===== config.mk =====
export PLATFORM = sky130hd
export DESIGN_NAME = lstm_layer_scheduler_flat
export DESIGN_NICKNAME = d
export VERILOG_FILES = /design/src/rtl/lstm_layer_scheduler_pkg.sv /design/src/rtl/lstm_layer_scheduler_if.sv /design/src/rtl/lstm_layer_scheduler_watchdog.sv /design/src/rtl/lstm_layer_scheduler.sv /design/src/flat_wrapper.sv
export SDC_FILE = /design/constraint.sdc
export NUM_CORES = 1
export LEC_CHECK = 0
export CAP_MARGIN = 20
export CORE_ASPECT_RATIO = 2
export CORE_UTILIZATION = 42
export CTS_BUF_LIST = sky130_fd_sc_hd__clkbuf_2 sky130_fd_sc_hd__clkbuf_4 sky130_fd_sc_hd__clkbuf_8
export DETAILED_ROUTE_END_ITERATION = 12
export GPL_TIMING_DRIVEN = 1
export PLACE_DENSITY_LB_ADDON = 0.25
export RECOVER_POWER = 100
export SLEW_MARGIN = 20
export SYNTH_ARGS = -nofsm -noshare
export SYNTH_HDL_FRONTEND = slang
export SYNTH_SLANG_ARGS = --single-unit

===== constraint.sdc =====
create_clock -name clk -period 1.8 [get_ports clk]
set_input_delay 0.18 -clock clk [delete_from_list [all_inputs] [get_ports clk]]
set_output_delay 0.18 -clock clk [all_outputs]
set_load 0.05 [all_outputs]

===== src/rtl/lstm_layer_scheduler_pkg.sv =====
`default_nettype none
// +--------------------------------------------------------------------+
// | lstm_sched_pkg : scheduler state codes, width defaults, helpers    |
// | Rev 1.0                                                            |
// +--------------------------------------------------------------------+
package lstm_sched_pkg;

  localparam int c_DATA_W_DEFAULT = 16;

  typedef logic [2:0] sched_state_t;

  localparam sched_state_t c_IDLE   = 3'd0;
  localparam sched_state_t c_ISSUE  = 3'd1;
  localparam sched_state_t c_WAIT   = 3'd2;
  localparam sched_state_t c_OUTPUT = 3'd3;
  localparam sched_state_t c_CLEAR  = 3'd4;

  function automatic int clog2_min1(input int n);
    return (n <= 1) ? 1 : $clog2(n);
  endfunction

endpackage
`default_nettype wire


===== src/rtl/lstm_layer_scheduler_if.sv =====
`default_nettype none
// +--------------------------------------------------------------------+
// | lstm_layer_scheduler_if : control, sample and cell-datapath bundle |
// | Rev 1.0                                                            |
// +--------------------------------------------------------------------+
interface lstm_layer_scheduler_if
  import lstm_sched_pkg::*;
#(
  parameter int DATA_W = c_DATA_W_DEFAULT,
  parameter int LAYERS = 2
);
  localparam int LAYER_W = clog2_min1(LAYERS);

  logic               enable;
  logic               clear_state;
  logic [DATA_W-1:0]  x_in;
  logic               x_in_valid;
  logic               x_in_ready;
  logic               cell_start;
  logic               cell_clear;
  logic [LAYER_W-1:0] cell_layer;
  logic [DATA_W-1:0]  cell_x;
  logic               cell_done;
  logic [DATA_W-1:0]  cell_h;
  logic [DATA_W-1:0]  y_out;
  logic               y_out_valid;
  logic               busy;
  logic [31:0]        step_count;
  logic               error;

  modport master (
    input  enable, clear_state, x_in, x_in_valid, cell_done, cell_h,
    output x_in_ready, cell_start, cell_clear, cell_layer, cell_x,
           y_out, y_out_valid, busy, step_count, error
  );

  modport slave (
    output enable, clear_state, x_in, x_in_valid, cell_done, cell_h,
    input  x_in_ready, cell_start, cell_clear, cell_layer, cell_x,
           y_out, y_out_valid, busy, step_count, error
  );

endinterface
`default_nettype wire


===== src/rtl/lstm_layer_scheduler_watchdog.sv =====
`default_nettype none
// +--------------------------------------------------------------------+
// | lstm_sched_watchdog : load/count/expire counter for cell_done wait |
// | Rev 1.0                                                            |
// +--------------------------------------------------------------------+
module lstm_sched_watchdog #(
  parameter int TIMEOUT = 1024
) (
  input  wire logic clk,
  input  wire logic rst,
  input  wire logic i_load,
  input  wire logic i_count,
  output logic      o_expired
);
  localparam int c_CNT_W = $clog2(TIMEOUT + 1);

  logic [c_CNT_W-1:0] r_cnt;

  // Expires on the TIMEOUT-th counted cycle since the last load.
  assign o_expired = i_count && (r_cnt == c_CNT_W'(TIMEOUT - 1));

  always_ff @(posedge clk) begin
    if (rst || i_load) begin
      r_cnt <= '0;
    end else if (i_count && !o_expired) begin
      r_cnt <= r_cnt + c_CNT_W'(1);
    end
  end

endmodule
`default_nettype wire


===== src/rtl/lstm_layer_scheduler.sv =====
`default_nettype none
// +--------------------------------------------------------------------+
// | lstm_layer_scheduler : sequences one shared LSTM cell over LAYERS  |
// | layers per sample. Option macro: LSTM_SCHED_TIMEOUT_EN. Rev 1.0    |
// +--------------------------------------------------------------------+
module lstm_layer_scheduler
  import lstm_sched_pkg::*;
#(
  parameter int DATA_W  = c_DATA_W_DEFAULT,
  parameter int LAYERS  = 2,
  parameter int TIMEOUT = 1024
) (
  input  wire logic               clk,
  input  wire logic               rst,
  lstm_layer_scheduler_if.master  bus
);
  localparam int LAYER_W = clog2_min1(LAYERS);

  sched_state_t       r_state;
  logic [LAYER_W-1:0] r_layer;
  logic [DATA_W-1:0]  r_cur;
  logic [DATA_W-1:0]  r_y;
  logic [31:0]        r_steps;
  logic               r_clear_pend;
  logic               r_error;

  logic w_last;
  logic w_accept;
  logic w_expired;

  assign w_last   = (r_layer == LAYER_W'(LAYERS - 1));
  assign w_accept = bus.x_in_valid && bus.x_in_ready;

  // A clear request in the same cycle wins over a new sample.
  assign bus.x_in_ready  = (r_state == c_IDLE) && bus.enable && !r_clear_pend && !bus.clear_state;
  assign bus.cell_start  = (r_state == c_ISSUE);
  assign bus.cell_clear  = (r_state == c_CLEAR);
  assign bus.cell_layer  = r_layer;
  assign bus.cell_x      = r_cur;
  assign bus.y_out       = r_y;
  assign bus.y_out_valid = (r_state == c_OUTPUT);
  assign bus.busy        = (r_state != c_IDLE);
  assign bus.step_count  = r_steps;
  assign bus.error       = r_error;

`ifdef LSTM_SCHED_TIMEOUT_EN
  lstm_sched_watchdog #(
    .TIMEOUT (TIMEOUT)
  ) u_watchdog (
    .clk       (clk),
    .rst       (rst),
    .i_load    (r_state == c_ISSUE),
    .i_count   (r_state == c_WAIT),
    .o_expired (w_expired)
  );
`else
  assign w_expired = 1'b0;

  generate
    if (TIMEOUT < 1) begin : g_timeout_unused
      // TIMEOUT only matters when the watchdog is built in.
    end
  endgenerate
`endif

  always_ff @(posedge clk) begin
    if (rst) begin
      r_state      <= c_IDLE;
      r_layer      <= '0;
      r_cur        <= '0;
      r_y          <= '0;
      r_steps      <= '0;
      r_clear_pend <= 1'b0;
      r_error      <= 1'b0;
    end else begin
      if (bus.clear_state && (r_state != c_IDLE)) begin
        r_clear_pend <= 1'b1;
      end
      case (r_state)
        c_IDLE: begin
          if (r_clear_pend || bus.clear_state) begin
            r_layer <= '0;
            r_state <= c_CLEAR;
          end else if (w_accept) begin
            r_cur   <= bus.x_in;
            r_layer <= '0;
            r_state <= c_ISSUE;
          end
        end
        c_ISSUE: r_state <= c_WAIT;
        c_WAIT: begin
          if (bus.cell_done) begin
            r_cur <= bus.cell_h;
            if (w_last) begin
              r_y     <= bus.cell_h;
              r_state <= c_OUTPUT;
            end else begin
              r_layer <= r_layer + LAYER_W'(1);
              r_state <= c_ISSUE;
            end
          end else if (w_expired) begin
            r_error <= 1'b1;
            r_layer <= '0;
            r_state <= c_IDLE;
          end
        end
        c_OUTPUT: begin
          r_steps <= r_steps + 32'd1;
          r_layer <= '0;
          r_state <= c_IDLE;
        end
        c_CLEAR: begin
          if (w_last) begin
            // A request arriving on the final clear cycle re-arms the pending flag.
            r_clear_pend <= bus.clear_state;
            r_error      <= 1'b0;
            r_layer      <= '0;
            r_state      <= c_IDLE;
          end else begin
            r_layer <= r_layer + LAYER_W'(1);
          end
        end
        default: r_state <= c_IDLE;
      endcase
    end
  end

endmodule
`default_nettype wire


===== src/flat_wrapper.sv =====
// flat-port wrapper written by rule: the top's interface ports become plain ports
module lstm_layer_scheduler_flat import lstm_sched_pkg::*;
#(
  parameter int DATA_W  = c_DATA_W_DEFAULT,
  parameter int LAYERS  = 2,
  parameter int TIMEOUT = 1024
)
  (clk, rst, bus_enable, bus_clear_state, bus_x_in, bus_x_in_valid, bus_cell_done, bus_cell_h, bus_x_in_ready, bus_cell_start, bus_cell_clear, bus_cell_layer, bus_cell_x, bus_y_out, bus_y_out_valid, bus_busy, bus_step_count, bus_error);
  lstm_layer_scheduler_if #(.DATA_W(DATA_W), .LAYERS(LAYERS)) bus_i ();
  input  wire logic clk;
  input  wire logic rst;
  input wire logic [$bits(bus_i.enable)-1:0] bus_enable;
  input wire logic [$bits(bus_i.clear_state)-1:0] bus_clear_state;
  input wire logic [$bits(bus_i.x_in)-1:0] bus_x_in;
  input wire logic [$bits(bus_i.x_in_valid)-1:0] bus_x_in_valid;
  input wire logic [$bits(bus_i.cell_done)-1:0] bus_cell_done;
  input wire logic [$bits(bus_i.cell_h)-1:0] bus_cell_h;
  output wire logic [$bits(bus_i.x_in_ready)-1:0] bus_x_in_ready;
  output wire logic [$bits(bus_i.cell_start)-1:0] bus_cell_start;
  output wire logic [$bits(bus_i.cell_clear)-1:0] bus_cell_clear;
  output wire logic [$bits(bus_i.cell_layer)-1:0] bus_cell_layer;
  output wire logic [$bits(bus_i.cell_x)-1:0] bus_cell_x;
  output wire logic [$bits(bus_i.y_out)-1:0] bus_y_out;
  output wire logic [$bits(bus_i.y_out_valid)-1:0] bus_y_out_valid;
  output wire logic [$bits(bus_i.busy)-1:0] bus_busy;
  output wire logic [$bits(bus_i.step_count)-1:0] bus_step_count;
  output wire logic [$bits(bus_i.error)-1:0] bus_error;
  assign bus_i.enable = bus_enable;
  assign bus_i.clear_state = bus_clear_state;
  assign bus_i.x_in = bus_x_in;
  assign bus_i.x_in_valid = bus_x_in_valid;
  assign bus_i.cell_done = bus_cell_done;
  assign bus_i.cell_h = bus_cell_h;
  assign bus_x_in_ready = bus_i.x_in_ready;
  assign bus_cell_start = bus_i.cell_start;
  assign bus_cell_clear = bus_i.cell_clear;
  assign bus_cell_layer = bus_i.cell_layer;
  assign bus_cell_x = bus_i.cell_x;
  assign bus_y_out = bus_i.y_out;
  assign bus_y_out_valid = bus_i.y_out_valid;
  assign bus_busy = bus_i.busy;
  assign bus_step_count = bus_i.step_count;
  assign bus_error = bus_i.error;
  lstm_layer_scheduler #(.DATA_W(DATA_W), .LAYERS(LAYERS), .TIMEOUT(TIMEOUT)) u_core (.clk(clk), .rst(rst), .bus(bus_i));
endmodule

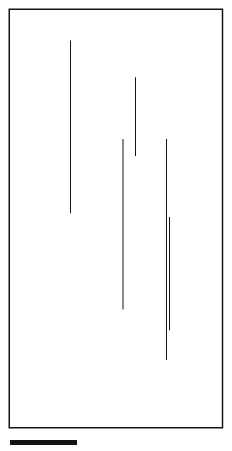
(signal wires on met4)
Bar = 20 µm.
nets with wire on the layer: 4
share of all routed wire: 2.7%
longest straight run: 65.3 µm

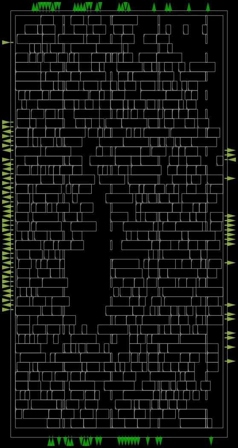
(placed standard cells)
final cell count without fillers: 595
flip-flop and latch share of the layout cell area: 29.7%
post-layout util: 67.0%

==> results_dict.tcl <==
# implementation run metrics
set metrics [dict create \
    clock-skew-final_ns 0.00530 \
    die_w_um 62.9 \
    antenna_found_initial 0 \
    place_worst_setup_slack_ns -0.0649 \
    floorplan.rows 44 \
    outcome "finished with violations" \
    ir_worst_vdd_v 0.000646 \
    timing.hold.worst_path_depth 2 \
    clock_root_buffer "sky130_fd_sc_hd__clkbuf_8" \
    yosys-stat-area_mm2 0.00312 \
    synth.top_cells.by_area "sky130_fd_sc_hd__dfxtp_1 (44%), sky130_fd_sc_hd__nand2_1 (6.0%), sky130_fd_sc_hd__a21oi_1 (5.6%)" \
    worstHoldStart "rst" \
    pwr.group.clock_uw 1240 \
    seq_cell_count 69 \
    pwr-share-comb_pct 22.7 \
    maxPowerGroup "registers" \
    fin_ws_ns -0.0259 \
    worstMarginPinSlew_ns 0.636 \
    path_class "reg2reg" \
    clock-sinks 69 \
    setup.reg_to_reg.worst_slack_ns -0.03 \
    globalRoute.totalOverflow 0 \
    post_route_cells_drive_above_1_share_pct 20.3 \
    failed_checks "negative setup slack" \
    setup_violations 4 \
    met1_length_um 3030 \
    latest_clock_arrival_within_the_worst_skew_pair_ns 0.34 \
    final.clkbuf_count 11 \
    drtIter0Drc 120 \
]
Power and IR drop assume default switching activity.
